### Gate families picked out, run 1

Scale: 6 px per µm.
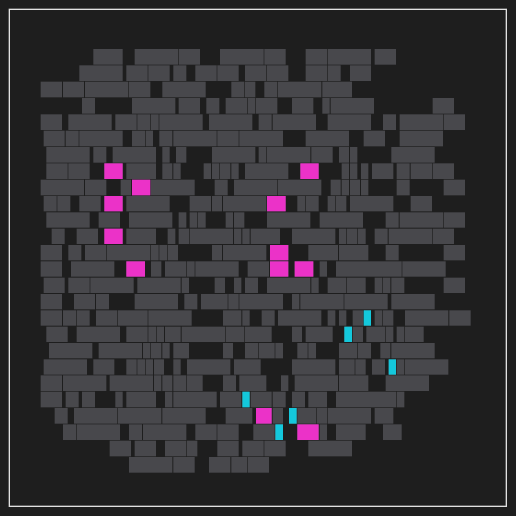
### Routing congestion map, run 1

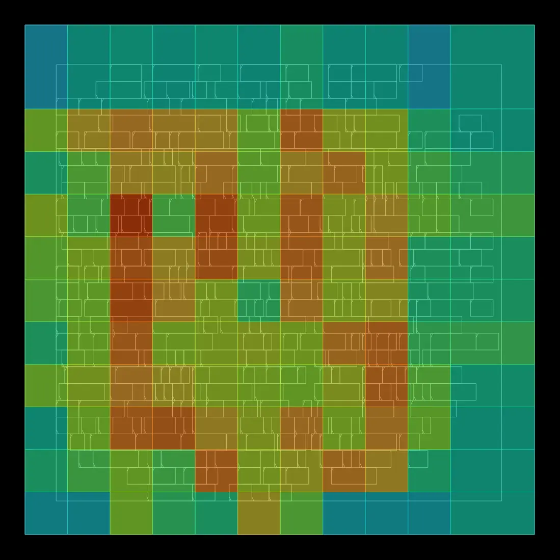
### Drive-strength map, run 1

Scale: 6 px per µm.
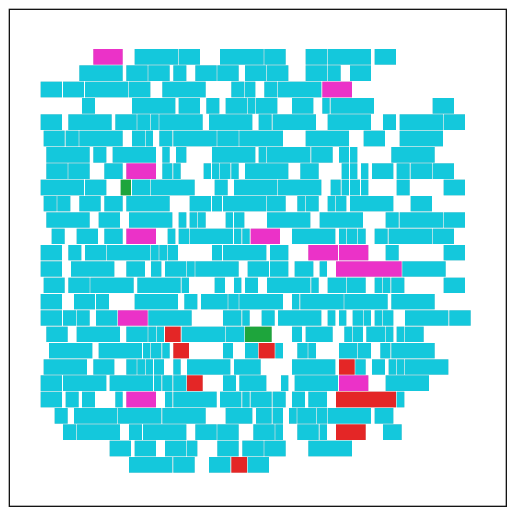
$ cat config.mk
export PLATFORM = sky130hd
export DESIGN_NAME = phy_tx_multilane
export DESIGN_NICKNAME = d
export VERILOG_FILES = /design/src/rtl/phy_tx_multilane.sv
export SDC_FILE = /design/constraint.sdc
export NUM_CORES = 1
export LEC_CHECK = 0
export ABC_CLOCK_PERIOD_IN_PS = 3200
export CAP_MARGIN = 25
export CORE_MARGIN = 5
export CORE_UTILIZATION = 50
export DETAILED_ROUTE_END_ITERATION = 16
export PLACE_DENSITY = 0.83
export SLEW_MARGIN = 20
export SYNTH_ARGS = -nofsm -noshare
export SYNTH_HDL_FRONTEND = slang
export SYNTH_SLANG_ARGS = --single-unit
$ cat constraint.sdc
create_clock -name clk_32f -period 3.2 [get_ports clk_32f]
set_input_delay 0.64 -clock clk_32f [delete_from_list [all_inputs] [get_ports clk_32f]]
set_output_delay 0.64 -clock clk_32f [all_outputs]
set_load 0.005 [all_outputs]
$ cat src/rtl/phy_tx_multilane.sv
// Multilane transmit PHY: stripes words across serial lanes, with idle fill,
// a post-reset symbol-sync phase and a recirculation path while inactive.
module phy_tx_multilane #(
    parameter int         DATA_W    = 32,
    parameter int         LANES     = 2,
    parameter logic [7:0] IDLE_SYM  = 8'hBC,
    parameter int         INIT_SYMS = 4
) (
    input  logic              clk_32f,
    input  logic              reset,
    input  logic [DATA_W-1:0] data_input,
    input  logic              valid,
    input  logic              active,
    output logic              ready,
    output logic [LANES-1:0]  data_paralelo_serial,
    output logic [DATA_W-1:0] data_recirculador_inactive,
    output logic              valid_recirculador_inactive,
    output logic [1:0]        tx_state
);

    localparam int P   = DATA_W / LANES;
    localparam int BPL = P / 8;
    localparam int CW  = (P > 1) ? $clog2(P) : 1;
    localparam logic [CW-1:0] LAST = CW'(P - 1);

    typedef enum logic [1:0] {
        SYNC   = 2'd0,
        IDLE   = 2'd1,
        ACTIVE = 2'd2
    } state_t;

    state_t            state_q, state_d;
    logic [CW-1:0]     cnt_q;
    logic [7:0]        sync_q, sync_d;
    logic [P-1:0]      sr_q [LANES];
    logic [P-1:0]      sr_d [LANES];
    logic [P-1:0]      pay  [LANES];
    logic [P-1:0]      idle_w;
    logic              load;
    logic              use_pay;
    logic [LANES-1:0]  ser_q;
    logic [DATA_W-1:0] rec_data_q;
    logic              rec_valid_q;

    assign idle_w = {BPL{IDLE_SYM}};
    assign load   = (cnt_q == LAST);

    // Lane l carries bytes l, l+LANES, ... with the lowest byte at the MSB end.
    always_comb begin
        for (int l = 0; l < LANES; l++) begin
            pay[l] = '0;
            for (int j = 0; j < BPL; j++) begin
                pay[l][P-1-8*j -: 8] = data_input[8*(l + LANES*j) +: 8];
            end
        end
    end

    always_comb begin
        state_d = state_q;
        sync_d  = sync_q;
        use_pay = 1'b0;
        if (load) begin
            unique case (state_q)
                SYNC: begin
                    sync_d = sync_q + 8'd1;
                    if (sync_q == 8'(INIT_SYMS - 1)) begin
                        state_d = active ? ACTIVE : IDLE;
                    end
                end
                IDLE: begin
                    if (active) begin
                        state_d = ACTIVE;
                        use_pay = valid;
                    end
                end
                ACTIVE: begin
                    if (active) begin
                        use_pay = valid;
                    end else begin
                        state_d = IDLE;
                    end
                end
                default: state_d = SYNC;
            endcase
        end
        for (int l = 0; l < LANES; l++) begin
            if (load) begin
                sr_d[l] = use_pay ? pay[l] : idle_w;
            end else begin
                sr_d[l] = {sr_q[l][P-2:0], 1'b0};
            end
        end
    end

    always_ff @(posedge clk_32f) begin
        if (reset) begin
            cnt_q       <= '0;
            state_q     <= SYNC;
            sync_q      <= '0;
            ser_q       <= '0;
            rec_data_q  <= '0;
            rec_valid_q <= 1'b0;
            for (int l = 0; l < LANES; l++) begin
                sr_q[l] <= '0;
            end
        end else begin
            cnt_q   <= load ? '0 : cnt_q + CW'(1);
            state_q <= state_d;
            sync_q  <= sync_d;
            // Output taken from next-state MSB so a word starts one cycle after its load.
            for (int l = 0; l < LANES; l++) begin
                sr_q[l]  <= sr_d[l];
                ser_q[l] <= sr_d[l][P-1];
            end
            if (state_q != ACTIVE) begin
                rec_data_q  <= valid ? data_input : '0;
                rec_valid_q <= valid;
            end else begin
                rec_data_q  <= '0;
                rec_valid_q <= 1'b0;
            end
        end
    end

    assign ready                       = load && (state_q == ACTIVE);
    assign data_paralelo_serial        = ser_q;
    assign data_recirculador_inactive  = rec_data_q;
    assign valid_recirculador_inactive = rec_valid_q;
    assign tx_state                    = state_q;

endmodule

==> run notes, run 1 <==
The full implementation flow was run.

The fraction of final cell area spent on clock buffers and inverters in this run is 5.290%. The area growth from synthesis to final layout stands at 37.26%. For this run, the script counts the antenna cells in the layout as 0. VDD sags by at most 0.0003565 V. In this run, distinct cell masters in the synthesized netlist total 28. After legalization and detailed placement, the total HPWL measured 4128 µm.

The synthesized flop and latch total stands at 79. The depth of the critical timing path with buffers and inverters included stands at 7. Yosys reported that registers with async set or reset make up 0%. The post-route fraction of the period consumed by the critical path stands at roughly three quarters.

Per Yosys stat, the portion of area used by sequential elements is 59.99%. The total met3 wirelength after detailed routing stands at about 440 µm. The placement stage leaves a total instance area of 3427 µm².

The routed wirelength normalized by instance count stands at roughly 14 µm. The area used by multi-input combinational logic stands at ~970 µm². The met1 routing resource usage after global routing stands at 20.69%. Per the CTS log, the root buffer master is clkbuf_8. The data required time at the worst endpoint stands at 3.48 ns. The Yosys step of the flow raised 0 warnings. Summing all non-filler instances in the final layout gives an area of around 3600 µm². The area used by sequential logic in the layout stands at 1582 µm². The path with the worst hold slack has its endpoint at sr_q[0][22]$_SDFF_PP0_. The via density per instance stands at around 4.9. The reg2reg setup slack stands at 0.81 ns. The report lists the power per cell area as 509.5 nW/µm². The die height stands at 82.61 µm. The flow ran to the end, and the final reports show no timing, DRC or antenna violations. Signal nets in the final route climb as high as met4. In the final report, the number of hold violations comes to 0. For reference, the critical path is launched at cnt_q[0]$_SDFF_PP0_. Per the layout report, the design carries a little under 80 non-clock buffers. The most critical setup path has its endpoint at sr_q[0][24]$_SDFF_PP0_. The floorplan has 26 rows. The fraction of standard cell area that is sequential stands at 43.71%. The count of vias placed by the detailed router stands at between 2,000 and 2,500. For this run the top cell type by instance count after synthesis was dfxtp_1. The total power draw stands at 1.844 mW. Looking at the setup timing report, the critical path kind is reg -> reg. The width of the die stands at just over 80 µm. The clock latency on the worst-skew pair stands at 0.34 ns. The iteration-0 DRC count of the detailed router stands at around 110. The layout summary lists the proportion of cells stronger than drive strength 1 as 6.140%. The number of antenna violations at the first check in global routing stands at 0. The last weighted congestion value of the routability-driven placer stands at just over 0.7. Along the critical path, the tally of buffer and inverter instances is 2. The path class of the tightest hold or removal check is reg -> reg. The chip area line in the Yosys stat output reads 2636 µm². After synthesis, the design contains 264 cells according to Yosys. Looking at area per cell type in the netlist, the leader is dfxtp_1. STA lists the startpoint of the worst register-to-register path as cnt_q[0]$_SDFF_PP0_. The starting density of the core stands at 51.62%. Synthesis handed over a netlist of between 200 and 300 instances. The CTS buffer count stands at 9. Per the final report, the share of cell area in non-clock buffers is 21.23%. In the final run the clock tree shows a worst skew of about 0.011 ns. The worst-case hold slack stands at 0.4435 ns. Per the synthesis report, the single largest cell type by area occupies 59.99% of cell area.

Among all flip-flop cells after synthesis, the most frequent one is dfxtp_1. The floorplan net count stands at 305. Setup repair after global routing left no endpoint under its margin. The final core utilization stands at 70.85%. On the worst setup and hold paths after CTS, the clock-pin slew comes to 0.08 ns. The first detailed-routing pass took 4 iterations. For the worst min-delay path, the startpoint reported by OpenROAD is sr_q[0][21]$_SDFF_PP0_. Entering global routing, the biggest net connects 27 pins.

The synthesis run shows the most used standard cells to be dfxtp_1 (79), nor2_1 (53), and2_1 (37). Per STA, the worst path is made up of ha_1 > and3_1 > buf_4 > nand4_1 > buf_4 > nor2_1 > a22o_1. The logic share of the area stands at about a quarter. In this run the post-CTS setup repair buffer count came out at 0. A synthesized cell averages 9.986 µm².

The netlist area before placement stands at approximately 2600 µm². Input and output buffers added on the ports amount to 73. The library cells used most frequently in the layout, excluding fill and tap cells, are dfxtp_1 (79), clkdlybuf4s50_1 (73), nor2_1 (53). The transition time recorded at the tightest slew-check pin is 0.8462 ns.

Yosys mapped a number of flops with a built-in enable equal to 0. The leakage power in the latest report is 1.393 nW. Global route summary, busiest routing layer listed as met2. Counting I/O delays and the setup requirement, the final critical path takes between 2 and 2.5 ns. The OpenROAD report gives the critical path a data arrival time of 2.67 ns.

The tally of OpenROAD warnings stands at 28. The routed layout reports a DRC error count of 0. In the final design, more cell area goes to registers than to any other class. Looking at the clock tree report, the H-tree level count equals 3. Among the stages of the critical path, the cell type that occurs most often is buf_4. The hold-fix buffer count after cts stands at 0. Once detail routing completed, the nets flagged for antenna violations numbered 0.

The main area contributors are dfxtp_1 (60%), and2_1 (8.8%), nor2_1 (7.5%). TritonCTS built the clock tree. The number of sequential cells stands at between 70 and 80.

After layout, the inverter instance count without clock inverters stands at 6. Of all nets on the critical path, the largest fanout is 26. The die covers 6824 µm². The worst setup slack after placement stands at 0.7179 ns. Looking at the critical path, the single cell with the biggest stage delay is nor2_1.

By instance count after routing, the leading logic cell type is dfxtp_1. The number of sinks on the clock net stands at ~79. In this run, placement finished with an instance count of roughly 400. The routed wirelength on the met1 layer is recorded as 2277 µm. The setup slack of the critical path after layout stands at 0.8066 ns.

Per the detailed-route log, wirelength across all metal layers totals 5762 µm. The post-cts repair resize count stands at 0. The number of global-route vias before repair was 2,065. The global-route met2 utilization stands at 32.05%.

The total area inside the core boundary comes to 5107 µm². In the detailed route, the total length drawn on met2 is 2962 µm. The accumulated negative setup slack stands at 0 ns.

The number of nets in the layout stands at 378. The kind of cell with the highest combined delay along the critical path is simple AND/OR/NAND/NOR gates. The path depth of the worst reg2reg path stands at 7. The maximum clock rate stands at roughly 0.42 GHz.

Looking at the clock tree report, the maximum root-to-sink buffer count equals 2. The worst register-to-register path ends at sr_q[0][24]$_SDFF_PP0_. In the final layout, the clock buffer count is 13. The aggregate global routing overflow stands at 0. Hold analysis shows the worst path with a depth of 1. The fill cell instance count of the final layout stands at a little over 400. On the worst path, the slowest cell contributes a delay of 0.66 ns.
-- 'Gate families picked out' (at the start) --
[inv cells] cyan | cells: 6 | most used: inv_1
[non-inverting ao/oa cells] magenta | cells: 12 | most used: a22o_1

-- 'Routing congestion map' (at the start) --
All-Layer GR Usage: 18.65%
Global Route met3 Usage: 5.857%

-- 'Drive-strength map' (at the start) --
[x3 and x4] red | cells: 8 | share: 2.3% | most used: buf_4
[x2] green | cells: 2 | share: 0.58%
[x1 and smaller] cyan | cells: 321 | share: 94% | most used: dfxtp_1
[x6 and larger] magenta | cells: 11 | share: 3.2% | most used: clkbuf_8

[run 1: cells by family (layout without fill, tap and decap cells)]
family | after synthesis | in the layout | synth area share (%)
DFF | 79 | 79 | 59.99
xor gates and xnor gates | 9 | 9 | 2.990
adders and majority gates | 5 | 5 | 2.373
buffers and inverters | 22 | 100 | 3.512
AOI/OAI and AO/OA | 18 | 18 | 6.313
and+or+nand+nor | 130 | 130 | 24.44
muxes | 1 | 1 | 0.3797
[run 1: power breakdown]
group	total, mW	internal (mW)	switching (mW)
logic	0.121	0.0792	0.0419
clock network	0.714	0.382	0.332
registers	1.01	1.00	0.00650
[run 1: registers in the layout, summed over array words and instances (netlist names)]
name	count
sync_q	8
tx_state	2
valid_recirculador_inactive	1
cnt_q	4
sr_q	31
data_recirculador_inactive	32
data_paralelo_serial	1
### Metal 3, run 1

Scale: 3 px per µm.
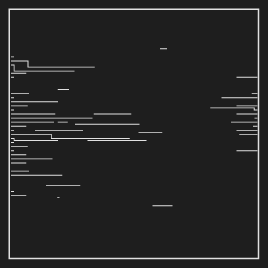

==> inputs of run 2 (changes only) <==
--- a/config.mk
+++ b/config.mk
@@ -5,12 +5,12 @@
 export SDC_FILE = /design/constraint.sdc
 export NUM_CORES = 1
 export LEC_CHECK = 0
-export ABC_CLOCK_PERIOD_IN_PS = 3200
+export ABC_CLOCK_PERIOD_IN_PS = 2500
 export CAP_MARGIN = 25
 export CORE_MARGIN = 5
-export CORE_UTILIZATION = 50
+export CORE_UTILIZATION = 47
 export DETAILED_ROUTE_END_ITERATION = 16
-export PLACE_DENSITY = 0.83
+export PLACE_DENSITY = 0.79
 export SLEW_MARGIN = 20
 export SYNTH_ARGS = -nofsm -noshare
 export SYNTH_HDL_FRONTEND = slang
==> constraint.sdc (replaced) <==
create_clock -name clk_32f -period 2.5 [get_ports clk_32f]
set_input_delay 0.5 -clock clk_32f [delete_from_list [all_inputs] [get_ports clk_32f]]
set_output_delay 0.5 -clock clk_32f [all_outputs]
set_load 0.005 [all_outputs]
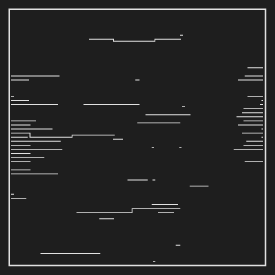
*Metal 3, run 2*
Scale: 3 px per µm.
longest straight run: 19.5 µm
main direction: horizontal
wire length on this layer: 469 µm

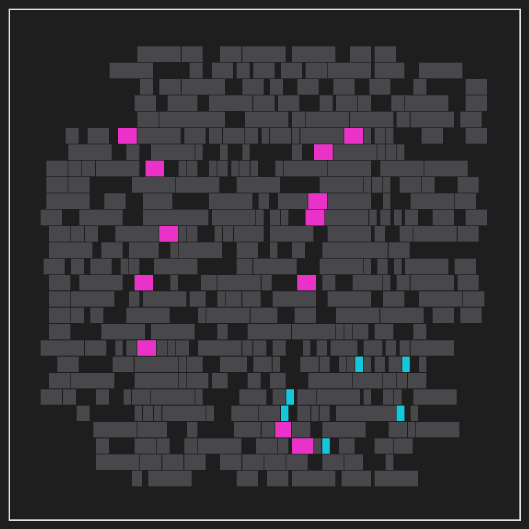
*Gate families picked out, run 2*
Scale: 6 px per µm.
[inv cells] cyan | cells: 6 | most used: inv_1
[non-inverting ao/oa cells] magenta | cells: 12 | most used: a22o_1

==> run 2 against run 1 <==
Final cell count rose by 1.2%. Clock-buffer cell count shrank 4. Via count down 1.9%. First-iteration DRC count is 18% lower. Worst hold slack hardly changed. Sequential share of layout area shrank 0.92 points. Die size grew 5.6%. Core utilization is 3.3 points lower.
==> run notes, run 2 <==
The full implementation flow was run.

The placeable core area stands at 5473 µm² (+7.2%). In this run the critical register-to-register path is launched from cnt_q[0]$_SDFF_PP0_. The detailed placer's ending HPWL stands at 3854 µm (-6.6%). The area used by multi-input combinational logic stands at 967.2 µm² (unchanged).

The starting density of the core came to 48.17% (-3.4 points). The number of global-route vias before repair came to 2,048 (-0.82%). The via density per instance was 4.787 (-3.0%). The post-route met1 wirelength stands at 2254 µm (-1.0%).

The fraction of synthesized cell area in xor and xnor cells stands at 2.990% (unchanged). The combinational power stands at 0.155 mW (+28%). The number of cell rows was 27 (+3.8%). The most frequently used library cell after synthesis is dfxtp_1. The commonest cells after synthesis are dfxtp_1 (79), nor2_1 (53), and2_1 (37). The area used by sequential logic in the layout stands at 1582 µm² (unchanged). The width of the die came to 84.90 µm (+2.8%). met2 is the most crowded layer. The total power draw stands at 2.588 mW (+40%). The last weighted congestion value of the routability-driven placer is 0.8383 (+17%). The buffers inserted during post-CTS setup optimization stands at 0 (unchanged). The number of nets with antenna violations after routing stands at 0 (unchanged). The most critical setup path has its startpoint at cnt_q[0]$_SDFF_PP0_. The first-pass iteration count of the detailed router came to 4 (unchanged). The portion of synthesized cell area occupied by the leading cell type is 59.99% (unchanged). The portion of the post-synthesis area used by sequential elements stands at 59.99% (unchanged). The cell family contributing the most delay on the critical path is buffers and inverters. The area fraction of clock buffers and clock inverters is 6.601% (+1.3 points). The cell sequence reported for the critical path is ha_1 > and3_1 > and2_1 > clkdlybuf4s50_1. The power dissipated in the clock network was 1.14 mW (+60%). The number of antenna violations at the first check in global routing stands at 0 (unchanged). The number of sequential cells stands at 79 (unchanged). The iteration-0 DRC count of the detailed router is 87 (-18%). Per the synthesis report, the dominant area consumer among library cells is dfxtp_1. The fraction of met3 tracks used by global routing stands at 6.699% (+0.84 points). The yosys stat cell total stands at 264 (unchanged).

The number of sinks on the clock net was 79 (unchanged). The static leakage came to 1.434 nW (+2.9%). Note that the worst hold path type here is reg -> reg. The combinational power share stands at 6.0% (-0.6 points). The run finished with clean final reports. Sorting the synthesized cells by area gives the leading types as dfxtp_1 (60%), and2_1 (8.8%), nor2_1 (7.5%). The total routing resource utilization after global routing came to 16.79% (-1.9 points). The depth of the critical timing path with buffers and inverters included stands at 4 (-3).

The area growth from synthesis to final layout stands at 40.20%. The antenna cell count stands at 0 (unchanged). The maximum number of pins on one net before global-route repair came to 26 (-3.7%). The transition time at the pin with the least slew margin stands at 0.7995 ns (-0.04673 ns). The netlist area before placement stands at 2636 µm² (unchanged). The worst setup slack after placement stands at 0.5781 ns (-0.1398 ns).

The shortest clock period the worst path allows after layout stands at 2.258 ns. The tally of clock buffers in the finished layout is 9 (-4). The non-clock inverter total of the final layout stands at 6 (unchanged). The tally of OpenROAD warnings is 28 (unchanged). According to the timing report, the critical path is captured at ready. The max-slew headroom at the worst pin stands at 46.51%. Post-route period utilization is reported as 90.32%. The most used flip-flop cell after synthesis is dfxtp_1.

The net switching power figure stands at 0.5367 mW (+41%). By startpoint and endpoint, the worst setup path is classified as reg -> out. The switching portion of total power stands at 20.74% (+0.10 points). Grouping non-sequential cells by family puts the most area in simple AND/OR/NAND/NOR gates. The accumulated negative setup slack stands at 0 ns (unchanged). The clock skew after layout came to 0.008409 ns (-0.002462 ns). The setup slack of the critical path after layout came to 0.2421 ns (-0.5646 ns). The data required time at the worst endpoint stands at 2.00 ns (-1.48 ns).

On the critical path, the stage with the largest delay is an instance of clkdlybuf4s50_1. The flip-flop count of the largest register after layout stands at 32 (unchanged). The floorplan net count stands at 305 (unchanged). The fraction of standard cell area that is sequential stands at 42.79% (-0.92 points). The clock power share was 44.1% (+5.4 points).

The multiplexer share of the synthesized area is 0.3797% (unchanged). The fraction of final layout cells with drive strength greater than 1 is 7.826% (+1.7 points). The proportion of power drawn by flip-flops and latches is 49.9% (-4.8 points).

The synthesized flop and latch total stands at 79 (unchanged). The power density over the cells came to 700.2 nW/µm² (+37%). TritonCTS built the clock tree. The hold violation total from the final report was 0 (unchanged). The area of the die is 7207 µm² (+5.6%). The simple-gate portion of the synthesized area stands at 24.44% (unchanged). The worst-case hold slack was 0.4438 ns (+0.0003340 ns).

Ranked by total area, the top cell class in this layout is registers. The total sequential power was 1.29 mW (+28%). The most common logic cell in the final layout is dfxtp_1. The CTS buffer count was 9 (unchanged). The number of instances in the synthesized netlist stands at 264 (unchanged). The logic share of the area stands at 26.17% (-0.56 points). The data arrival time of the worst path is 1.76 ns (-0.91 ns). The first-pass GRT wire length stands at 9321 µm. The number of enable-type register cells in the synthesized netlist stands at 0 (unchanged). The clock edge transition at the registers on the reported setup and hold paths stands at 0.08 ns (about the same). The met1 routing resource usage after global routing was 17.25% (-3.4 points). The number of buffers added on ports is 73 (unchanged). The reg2reg setup slack was 0.56 ns (-0.25 ns).

The total placed cells including tap cells is 401 (+1.3%). The clock latency on the worst-skew pair is 0.35 ns (about the same). The total met3 wirelength after detailed routing is 469 µm (+6.1%).

The fraction of cell area in non-clock buffers stands at 21.39% (+0.16 points). The total of warnings raised by yosys came to 0 (unchanged). The async set or reset register ratio after synthesis is 0% (unchanged). The internal power summed over all cells was 2.051 mW (+40%). The number of non-clock buffers in the layout is 81 (+3.8%). Setup repair after global routing left no endpoint under its margin.

Endpoints with negative setup slack in the final report add up to 0. The combinational gate count stands at 163. The total buffers and inverters traversed by the critical path is 1 (-1). The area fraction in compound gates is 6.312% (unchanged).

The die height was 84.90 µm (+2.8%). The post-layout instance count excluding filler cells stands at 417. The count of vias placed by the detailed router stands at 1,996 (-1.9%). The area of the synthesized netlist per yosys stat was 2636 µm² (unchanged). The cell sitting at the root of the clock tree is a clkbuf_8. The post-cts repair resize count is 0 (unchanged). The global-route met2 utilization was 28.26% (-3.8 points). Per the detail_route log, the uppermost layer with routed signals is met4.

The aggregate global routing overflow is 0 (unchanged). The maximum clock insertion buffer count stands at 2 (unchanged). Per the cell usage report, the commonest logic cells after layout are dfxtp_1 (79), clkdlybuf4s50_1 (73), nor2_1 (53).

The design area was 3696 µm² (+2.1%). The number of remaining DRC errors stands at 0 (unchanged). The area fraction in full adders, half adders and majority gates stands at 2.373% (unchanged). The fill cell instance count of the final layout was 458 (+13%).

Per the timing report, the most critical flop-to-flop path finishes at sr_q[0][9]$_SDFF_PP0_. The stage delay of the slowest cell on the critical path stands at 0.49 ns (-0.17 ns). The routed wirelength normalized by instance count was 13.51 µm (-3.4%). The mean instance size in the synthesized netlist stands at 9.986 µm² (unchanged).

The final core utilization is 67.54% (-3.3 points). The number of distinct library cells after synthesis stands at 28 (unchanged). For this run, the top clock speed supported by timing is 0.4429 GHz. The met2 wire length came to 2750 µm (-7.2%).

The dominant power group in this design is registers. The H-tree depth stands at 3 (unchanged). The worst vdd rail ir drop came to 0.0005630 V (+58%). The cell area reported after detailed placement is 3452 µm² (+0.73%).

The path depth of the worst reg2reg path stands at 5 (-2). The hold-fix buffer count after cts is 0 (unchanged). The number of nets in the layout was 381 (+0.79%). The total length of routed wires stands at 5635 µm (-2.2%). The largest fanout on the critical path stands at 3 (-88%).
## run 2: worst min-delay path by stage
stage                            from                      to  slack [ns]  cells after the start
2_1_floorplan  sr_q[0][13]$_SDFF_PP0_  sr_q[0][14]$_SDFF_PP0_        0.42                      1
3_3_place_gp    sr_q[0][0]$_SDFF_PP0_   sr_q[0][1]$_SDFF_PP0_        0.42                      1
3_5_place_dp   sr_q[0][16]$_SDFF_PP0_  sr_q[0][17]$_SDFF_PP0_        0.43                      1
4_1_cts        sr_q[0][16]$_SDFF_PP0_  sr_q[0][17]$_SDFF_PP0_        0.44                      1
5_1_grt        sr_q[0][16]$_SDFF_PP0_  sr_q[0][17]$_SDFF_PP0_        0.45                      1
6_report       sr_q[0][16]$_SDFF_PP0_  sr_q[0][17]$_SDFF_PP0_        0.44                      1
Power is estimated from default activity; no workload was simulated.
